<file path="src/rtl/minirisc_ctrl_pkg.sv">
// Shared encodings for the KGP-miniRISC control sequencer: states, opcode classes,
// branch conditions and datapath select codes.
package minirisc_ctrl_pkg;

  typedef enum logic [2:0] {
    StFetch  = 3'd0,
    StDecode = 3'd1,
    StExec   = 3'd2,
    StMem    = 3'd3,
    StWb     = 3'd4,
    StHalt   = 3'd5
  } ctrl_state_e;

  localparam logic [2:0] ClsAluReg = 3'b000;
  localparam logic [2:0] ClsAluImm = 3'b001;
  localparam logic [2:0] ClsLoad   = 3'b010;
  localparam logic [2:0] ClsStore  = 3'b011;
  localparam logic [2:0] ClsBranch = 3'b100;
  localparam logic [2:0] ClsJal    = 3'b101;
  localparam logic [2:0] ClsJr     = 3'b110;
  localparam logic [2:0] ClsSys    = 3'b111;

  localparam logic [2:0] CondAlways  = 3'b000;
  localparam logic [2:0] CondZero    = 3'b001;
  localparam logic [2:0] CondNotZero = 3'b010;
  localparam logic [2:0] CondSign    = 3'b011;
  localparam logic [2:0] CondNotSign = 3'b100;
  localparam logic [2:0] CondCarry   = 3'b101;

  localparam logic [1:0] AluInReg  = 2'b00;
  localparam logic [1:0] AluInImm  = 2'b01;
  localparam logic [1:0] AluInAddr = 2'b10;

  localparam logic [1:0] PcInc    = 2'b00;
  localparam logic [1:0] PcTarget = 2'b01;
  localparam logic [1:0] PcReg    = 2'b10;

  localparam logic [5:0] HALT_OPCODE = 6'b111111;

  function automatic logic [2:0] op_class(logic [5:0] op);
    return op[5:3];
  endfunction

endpackage

</file>
<file path="src/rtl/minirisc_control_fsm_if.sv">
// Control/status bundle between the sequencer (master) and the datapath (slave).
interface minirisc_control_fsm_if;
  logic [5:0] opcode;
  logic [2:0] flags;
  logic       mem_ready;
  logic       RegWrite;
  logic       MemRead;
  logic       MemWrite;
  logic       MemtoReg;
  logic       DataPCSel;
  logic       RegSelect;
  logic [2:0] ALUop;
  logic [1:0] ALUinSel;
  logic       pc_write;
  logic [1:0] pc_sel;
  logic       retire;
  logic       halted;
  logic       mem_error;
  logic       illegal;

  modport master (
    input  opcode, flags, mem_ready,
    output RegWrite, MemRead, MemWrite, MemtoReg, DataPCSel, RegSelect, ALUop, ALUinSel,
           pc_write, pc_sel, retire, halted, mem_error, illegal
  );

  modport slave (
    output opcode, flags, mem_ready,
    input  RegWrite, MemRead, MemWrite, MemtoReg, DataPCSel, RegSelect, ALUop, ALUinSel,
           pc_write, pc_sel, retire, halted, mem_error, illegal
  );
endinterface

</file>
<file path="src/rtl/branch_cond_eval.sv">
// Branch condition evaluator; flags are {carry, sign, zero}.
module branch_cond_eval
  import minirisc_ctrl_pkg::*;
(
  input  logic [2:0] cond_i,
  input  logic [2:0] flags_i,
  output logic       taken_o
);

  always_comb begin
    taken_o = 1'b0;
    case (cond_i)
      CondAlways:  taken_o = 1'b1;
      CondZero:    taken_o = flags_i[0];
      CondNotZero: taken_o = ~flags_i[0];
      CondSign:    taken_o = flags_i[1];
      CondNotSign: taken_o = ~flags_i[1];
      CondCarry:   taken_o = flags_i[2];
      default:     taken_o = 1'b0;
    endcase
  end

endmodule

</file>
<file path="src/rtl/minirisc_control_fsm.sv">
// Multi-cycle control sequencer: FETCH/DECODE/EXEC/MEM/WB/HALT with a bounded
// data-memory wait and a sticky timeout error.
module minirisc_control_fsm
  import minirisc_ctrl_pkg::*;
#(
  parameter int unsigned MEM_TIMEOUT = 15,
  parameter int unsigned CNT_W       = 8
) (
  input logic                    clk,
  input logic                    reset,
  minirisc_control_fsm_if.master bus
);

  localparam logic [CNT_W-1:0] TimeoutLast = CNT_W'(MEM_TIMEOUT - 1);

  ctrl_state_e      state_q, state_d;
  logic [5:0]       ir_op_q, ir_op_d;
  logic [CNT_W-1:0] cnt_q, cnt_d;
  logic             mem_error_q, mem_error_d;

  logic [2:0] cls;
  logic       taken;
  logic       reg_write, mem_read, mem_write, mem_to_reg, data_pc_sel, reg_select;
  logic [2:0] alu_op;
  logic [1:0] alu_in_sel, pc_sel;
  logic       pc_write, retire, illegal;

  assign cls = op_class(ir_op_q);

  branch_cond_eval u_branch_cond_eval (
    .cond_i  (ir_op_q[2:0]),
    .flags_i (bus.flags),
    .taken_o (taken)
  );

  always_ff @(posedge clk or posedge reset) begin
    if (reset) begin
      state_q     <= StFetch;
      ir_op_q     <= '0;
      cnt_q       <= '0;
      mem_error_q <= 1'b0;
    end else begin
      state_q     <= state_d;
      ir_op_q     <= ir_op_d;
      cnt_q       <= cnt_d;
      mem_error_q <= mem_error_d;
    end
  end

  always_comb begin
    state_d     = state_q;
    ir_op_d     = ir_op_q;
    cnt_d       = '0;
    mem_error_d = mem_error_q;
    reg_write   = 1'b0;
    mem_read    = 1'b0;
    mem_write   = 1'b0;
    mem_to_reg  = 1'b0;
    data_pc_sel = 1'b0;
    reg_select  = 1'b0;
    alu_op      = 3'b000;
    alu_in_sel  = AluInReg;
    pc_write    = 1'b0;
    pc_sel      = PcInc;
    retire      = 1'b0;
    illegal     = 1'b0;

    unique case (state_q)
      StFetch: state_d = StDecode;
      StDecode: begin
        ir_op_d = bus.opcode;
        if (bus.opcode == HALT_OPCODE) begin
          retire  = 1'b1;
          state_d = StHalt;
        end else begin
          illegal = (op_class(bus.opcode) == ClsSys);
          state_d = StExec;
        end
      end
      StExec: begin
        state_d = StFetch;
        unique case (cls)
          ClsAluReg, ClsAluImm: begin
            alu_op     = ir_op_q[2:0];
            alu_in_sel = (cls == ClsAluReg) ? AluInReg : AluInImm;
            state_d    = StWb;
          end
          ClsLoad, ClsStore: begin
            alu_in_sel = AluInAddr;
            state_d    = StMem;
          end
          ClsBranch: begin
            pc_write = 1'b1;
            retire   = 1'b1;
            pc_sel   = taken ? PcTarget : PcInc;
          end
          ClsJal: state_d = StWb;
          ClsJr: begin
            pc_write = 1'b1;
            retire   = 1'b1;
            pc_sel   = PcReg;
          end
          default: begin
            // Reserved opcodes behave as NOP
            pc_write = 1'b1;
            retire   = 1'b1;
          end
        endcase
      end
      StMem: begin
        mem_read  = (cls == ClsLoad);
        mem_write = (cls == ClsStore);
        if (bus.mem_ready) begin
          if (cls == ClsLoad) begin
            state_d = StWb;
          end else begin
            pc_write = 1'b1;
            retire   = 1'b1;
            state_d  = StFetch;
          end
        end else begin
          cnt_d = cnt_q + 1'b1;
          if (cnt_q == TimeoutLast) begin
            mem_error_d = 1'b1;
            state_d     = StHalt;
          end
        end
      end
      StWb: begin
        pc_write = 1'b1;
        retire   = 1'b1;
        state_d  = StFetch;
        unique case (cls)
          ClsAluReg, ClsAluImm: begin
            reg_write  = 1'b1;
            alu_op     = ir_op_q[2:0];
            alu_in_sel = (cls == ClsAluReg) ? AluInReg : AluInImm;
          end
          ClsLoad: begin
            reg_write  = 1'b1;
            mem_to_reg = 1'b1;
          end
          ClsJal: begin
            reg_write   = 1'b1;
            data_pc_sel = 1'b1;
            reg_select  = 1'b1;
            pc_sel      = PcTarget;
          end
          default: ;
        endcase
      end
      StHalt: state_d = StHalt;
      default: state_d = StFetch;
    endcase
  end

  assign bus.RegWrite  = reg_write;
  assign bus.MemRead   = mem_read;
  assign bus.MemWrite  = mem_write;
  assign bus.MemtoReg  = mem_to_reg;
  assign bus.DataPCSel = data_pc_sel;
  assign bus.RegSelect = reg_select;
  assign bus.ALUop     = alu_op;
  assign bus.ALUinSel  = alu_in_sel;
  assign bus.pc_write  = pc_write;
  assign bus.pc_sel    = pc_sel;
  assign bus.retire    = retire;
  assign bus.illegal   = illegal;
  assign bus.halted    = (state_q == StHalt);
  assign bus.mem_error = mem_error_q;

endmodule

</file>
<file path="src/flat_wrapper.sv">
// flat-port wrapper written by rule: the top's interface ports become plain ports
module minirisc_control_fsm_flat import minirisc_ctrl_pkg::*;
#(
  parameter int unsigned MEM_TIMEOUT = 15,
  parameter int unsigned CNT_W       = 8
)
  (clk, reset, bus_opcode, bus_flags, bus_mem_ready, bus_RegWrite, bus_MemRead, bus_MemWrite, bus_MemtoReg, bus_DataPCSel, bus_RegSelect, bus_ALUop, bus_ALUinSel, bus_pc_write, bus_pc_sel, bus_retire, bus_halted, bus_mem_error, bus_illegal);
  minirisc_control_fsm_if bus_i ();
  input logic clk;
  input logic reset;
  input wire logic [$bits(bus_i.opcode)-1:0] bus_opcode;
  input wire logic [$bits(bus_i.flags)-1:0] bus_flags;
  input wire logic [$bits(bus_i.mem_ready)-1:0] bus_mem_ready;
  output wire logic [$bits(bus_i.RegWrite)-1:0] bus_RegWrite;
  output wire logic [$bits(bus_i.MemRead)-1:0] bus_MemRead;
  output wire logic [$bits(bus_i.MemWrite)-1:0] bus_MemWrite;
  output wire logic [$bits(bus_i.MemtoReg)-1:0] bus_MemtoReg;
  output wire logic [$bits(bus_i.DataPCSel)-1:0] bus_DataPCSel;
  output wire logic [$bits(bus_i.RegSelect)-1:0] bus_RegSelect;
  output wire logic [$bits(bus_i.ALUop)-1:0] bus_ALUop;
  output wire logic [$bits(bus_i.ALUinSel)-1:0] bus_ALUinSel;
  output wire logic [$bits(bus_i.pc_write)-1:0] bus_pc_write;
  output wire logic [$bits(bus_i.pc_sel)-1:0] bus_pc_sel;
  output wire logic [$bits(bus_i.retire)-1:0] bus_retire;
  output wire logic [$bits(bus_i.halted)-1:0] bus_halted;
  output wire logic [$bits(bus_i.mem_error)-1:0] bus_mem_error;
  output wire logic [$bits(bus_i.illegal)-1:0] bus_illegal;
  assign bus_i.opcode = bus_opcode;
  assign bus_i.flags = bus_flags;
  assign bus_i.mem_ready = bus_mem_ready;
  assign bus_RegWrite = bus_i.RegWrite;
  assign bus_MemRead = bus_i.MemRead;
  assign bus_MemWrite = bus_i.MemWrite;
  assign bus_MemtoReg = bus_i.MemtoReg;
  assign bus_DataPCSel = bus_i.DataPCSel;
  assign bus_RegSelect = bus_i.RegSelect;
  assign bus_ALUop = bus_i.ALUop;
  assign bus_ALUinSel = bus_i.ALUinSel;
  assign bus_pc_write = bus_i.pc_write;
  assign bus_pc_sel = bus_i.pc_sel;
  assign bus_retire = bus_i.retire;
  assign bus_halted = bus_i.halted;
  assign bus_mem_error = bus_i.mem_error;
  assign bus_illegal = bus_i.illegal;
  minirisc_control_fsm #(.MEM_TIMEOUT(MEM_TIMEOUT), .CNT_W(CNT_W)) u_core (.clk(clk), .reset(reset), .bus(bus_i));
endmodule
</file>
<file path="config.mk">
export PLATFORM = sky130hd
export DESIGN_NAME = minirisc_control_fsm_flat
export DESIGN_NICKNAME = d
export VERILOG_FILES = /design/src/rtl/minirisc_ctrl_pkg.sv /design/src/rtl/minirisc_control_fsm_if.sv /design/src/rtl/branch_cond_eval.sv /design/src/rtl/minirisc_control_fsm.sv /design/src/flat_wrapper.sv
export SDC_FILE = /design/constraint.sdc
export NUM_CORES = 1
export LEC_CHECK = 0
export CAP_MARGIN = 20
export CORE_ASPECT_RATIO = 1.4
export CORE_UTILIZATION = 55
export DETAILED_ROUTE_END_ITERATION = 8
export DONT_BUFFER_PORTS = 1
export PLACE_DENSITY = 0.73
export SKIP_LAST_GASP = 1
export SYNTH_ARGS = -nofsm -noshare
export SYNTH_HDL_FRONTEND = slang
export SYNTH_SLANG_ARGS = --single-unit
export TNS_END_PERCENT = 50
</file>
<file path="constraint.sdc">
create_clock -name clk -period 1.3 [get_ports clk]
set_input_delay 0.195 -clock clk [delete_from_list [all_inputs] [get_ports clk]]
set_output_delay 0.195 -clock clk [all_outputs]
set_load 0.01 [all_outputs]
</file>
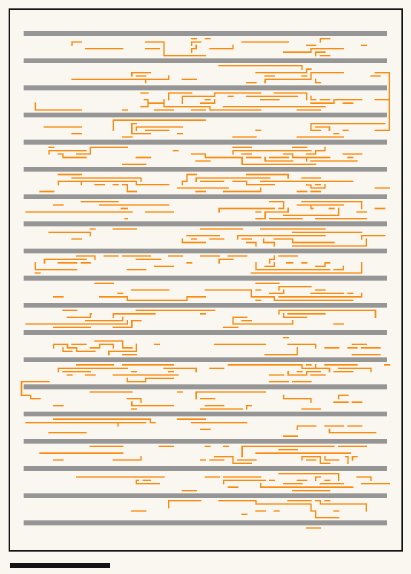
Fig. 1. M1 wires.
The bar under the picture is 10 um long. Supply wires on this layer in gray.
nets with wire on the layer = 146
longest straight run = 12.0 um
wire length on this layer = 1000 um
share of all routed wire = 36%
via count: 1000
routing usage on met1: 24.26%
drt total wl: 2.775 mm

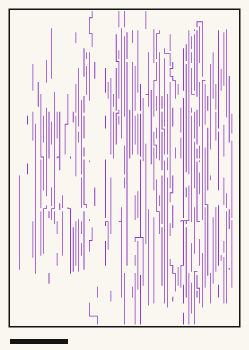
Fig. 2. The metal 2 layer.
The bar under the picture is 10 um long.
share of all routed wire = 57%
longest straight run = 34.7 um
nets with wire on the layer = 152
main direction = vertical
wire length on this layer = 1580 um

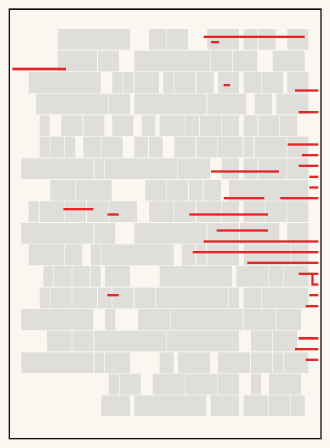
Fig. 3. M3 wires.
Cells faint in the background.
longest straight run = 15.5 um
share of all routed wire = 4.5%
main direction = horizontal
global routing usage on met3: 2.066%

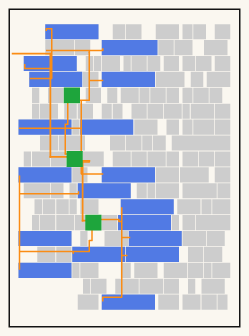
Fig. 4. Clock distribution.
clock wires -> orange  # length 192 um
clock-net drivers -> green  # count 3
flip-flops -> blue  # count 18
routed clock nets = 4
P_clk: 0.335 mW
Clock Power Share: 10.8%
Worst-Skew Late Latency: 290 ps

==> flow_metrics.tcl <==
# collected from the flow reports
set metrics [dict create \
    status "complete, but fails checks" \
    violations "negative setup slack" \
    worst_setup_path_end_kind "output pin" \
    fp_nets 128 \
    yosys.area_share.aoi_pct 10.82 \
    netSwitchingPower_mw 1.243 \
    setup.worst_path.end "bus_MemtoReg" \
    cts-root-buf "clkbuf_4" \
    slowest_delay_ps 450 \
    skew_ps 1.281 \
    chipArea_um2 2116 \
    cp.depth 3 \
    first_global_vias 942 \
    synth_cells 114 \
    setup_violations 33 \
    ys_seq_share_pct 42.35 \
    gr-total-overflow 0 \
    crit_path_cell_trace "or3b_4 > nor3_1 > buf_4" \
    logic_family "simple AND/OR/NAND/NOR gates" \
    first_pass_iters 4 \
    drtAntennaViolNets 0 \
    hpwl_mm 1.799 \
    power_frac_seq_pct 28.4 \
    cp-start-kind "flop" \
    cts_buffers 3 \
    p_leak_nw 0.7032 \
    fin_hold_ws_ps 30.56 \
    startpoint "u_core.ir_op_q[4]" \
    synth_warnings 0 \
    grt_setup_unrepaired "true" \
    htreeDepth 1 \
    final.min_clock_period_ps 1776 \
    cp_max_fo 6 \
    clk_pin_slew_worst_paths_ps 100 \
    pre_cts_ws_ps -122.8 \
    reg2reg_to "u_core.ir_op_q[1]" \
    ys_chip_area_um2 1064 \
    maxCapViolations 0 \
    diodes 0 \
    max_clock_freq_mhz 563.0 \
    drt-initial-drc-count 19 \
    holdCritStartpoint "bus_opcode[3]" \
    coreArea_um2 1779 \
    clk_path_buf_depth 2 \
    port_buffers 0 \
    critPathSlowestCell "dfrtp_1" \
    logic_area_um2 675.6 \
    critical_path_class "reg -> out" \
    ys_types 36 \
    drcViolationCount 0 \
    hold_end "u_core.ir_op_q[3]" \
    cp.required_ps 1110 \
    yosys_cells 114 \
    path_buffers 1 \
    hold_depth 2 \
    xor_share_pct 4.941 \
    die_width_um 39.17 \
    rows 18 \
    mux_share_pct 6.353 \
    reg2reg_slack_ps -240 \
    setup_slack_ps -476.1 \
    p_int_mw 1.868 \
]
-- timing repair --
action,in CTS,in global routing
hold buffers,1,0
pin swaps,1,5
endpoints found under the setup margin,31,34
gates resized,10,19
hold endpoints to repair,18,0
setup buffers,2,2
-- cell usage after synthesis (all sizes together) --
master   instances  area share (%)
dfrtp           18              42
nor2            14             4.9
nor3             7             3.3
o21ai            7             3.6
and2             6             3.5
mux2             6             6.4
nand2            6             2.1
xor2             5             4.1
buf              4             2.7
inv              4             1.4
nand3            4             1.9
nand4            4             2.4
nor2b            4             2.4
nand2b           3             1.8
a21o             2             1.4
a21oi            2            0.94
ha               2             2.4
nand3b           2             1.4
or3b             2             1.9
a2111oi          1            0.82
a211o            1            0.82
a21boi           1             1.1
a31oi            1            0.59
and2b            1            0.71
and3             1            0.59
and4b            1            0.94
o21bai           1            0.71
o32ai            1            0.82
or2              1            0.59
or2b             1            0.71
xnor2            1            0.82
-- through the flow --
stage          power (mW)  cells  TNS, ps  cell area, um^2
2_1_floorplan       1.741    114   -280.7             1074
3_3_place_gp        2.247    161   -766.8             1303
4_1_cts             2.759    168    -6299             1396
6_report            3.111    170    -8498             1491
5_1_grt             3.282    170   -10520             1491
3_5_place_dp        2.292    161    -1191             1303
-- per-layer routing --
layer | up-vias | track usage [%] | routed length, um
li1 | 471 | - | -
met1 | 489 | 24.26 | 1002
met2 | 32 | 48.89 | 1583
met3 | 8 | 2.066 | 123
met4 | 0 | 8.621 | 65
met5 | - | 0 | 0
-- cell usage in the layout (no fill, tap or decap), types with 2 or more instances in the layout --
cell	synthesis	final
nor2_2	0	2
ha_1	2	2
o21ai_0	4	4
nor3_4	0	2
a21o_1	2	2
nor2b_1	4	2
buf_6	1	4
nor3_2	0	2
nand3_1	4	4
nand3b_1	2	2
and2_4	0	4
clkbuf_4	0	3
buf_4	1	31
nor2_1	14	11
a21oi_1	2	2
and2_1	6	2
mux2_2	6	6
inv_1	4	4
o21ai_2	1	2
nor3_1	7	3
xor2_1	5	5
nand4_1	4	4
nand2_1	6	5
dfrtp_1	18	17
nand2b_1	3	2
-- worst register-to-register path, cell delays in order, from the launching register on --
cell and delay (ps):
dfrtp_1 430, buf_4 160, buf_4 130, nor2b_2 130
buf_4 120, buf_4 130, mux2_2 330
-- power groups by stage --
stage / clock [mW] / combinational, mW / sequential [mW]
global route: 0.358 / 2.02 / 0.901
CTS: 0.344 / 1.56 / 0.854
detailed placement: 0 / 1.43 / 0.866
finish: 0.335 / 1.89 / 0.885
global placement: 0 / 1.39 / 0.856
floorplan: 0 / 0.866 / 0.875
-- layout make-up --
type | instances | area share, %
clock buffers | 4 | 2.433
flip-flops and latches | 18 | 30.29
repair buffers | 36 | 19.30
multi-input cells | 88 | 45.30
well taps | 20 | 1.678
inverters | 4 | 1.007
-- state kept, by name, summed over array words and instances, names as in the netlist --
name,flops
u_core.ir_op_q,6
u_core.bus.mem_error,1
u_core.state_q,3
u_core.cnt_q,8
Power figures rest on the tool's default switching activity, not on a simulated workload.
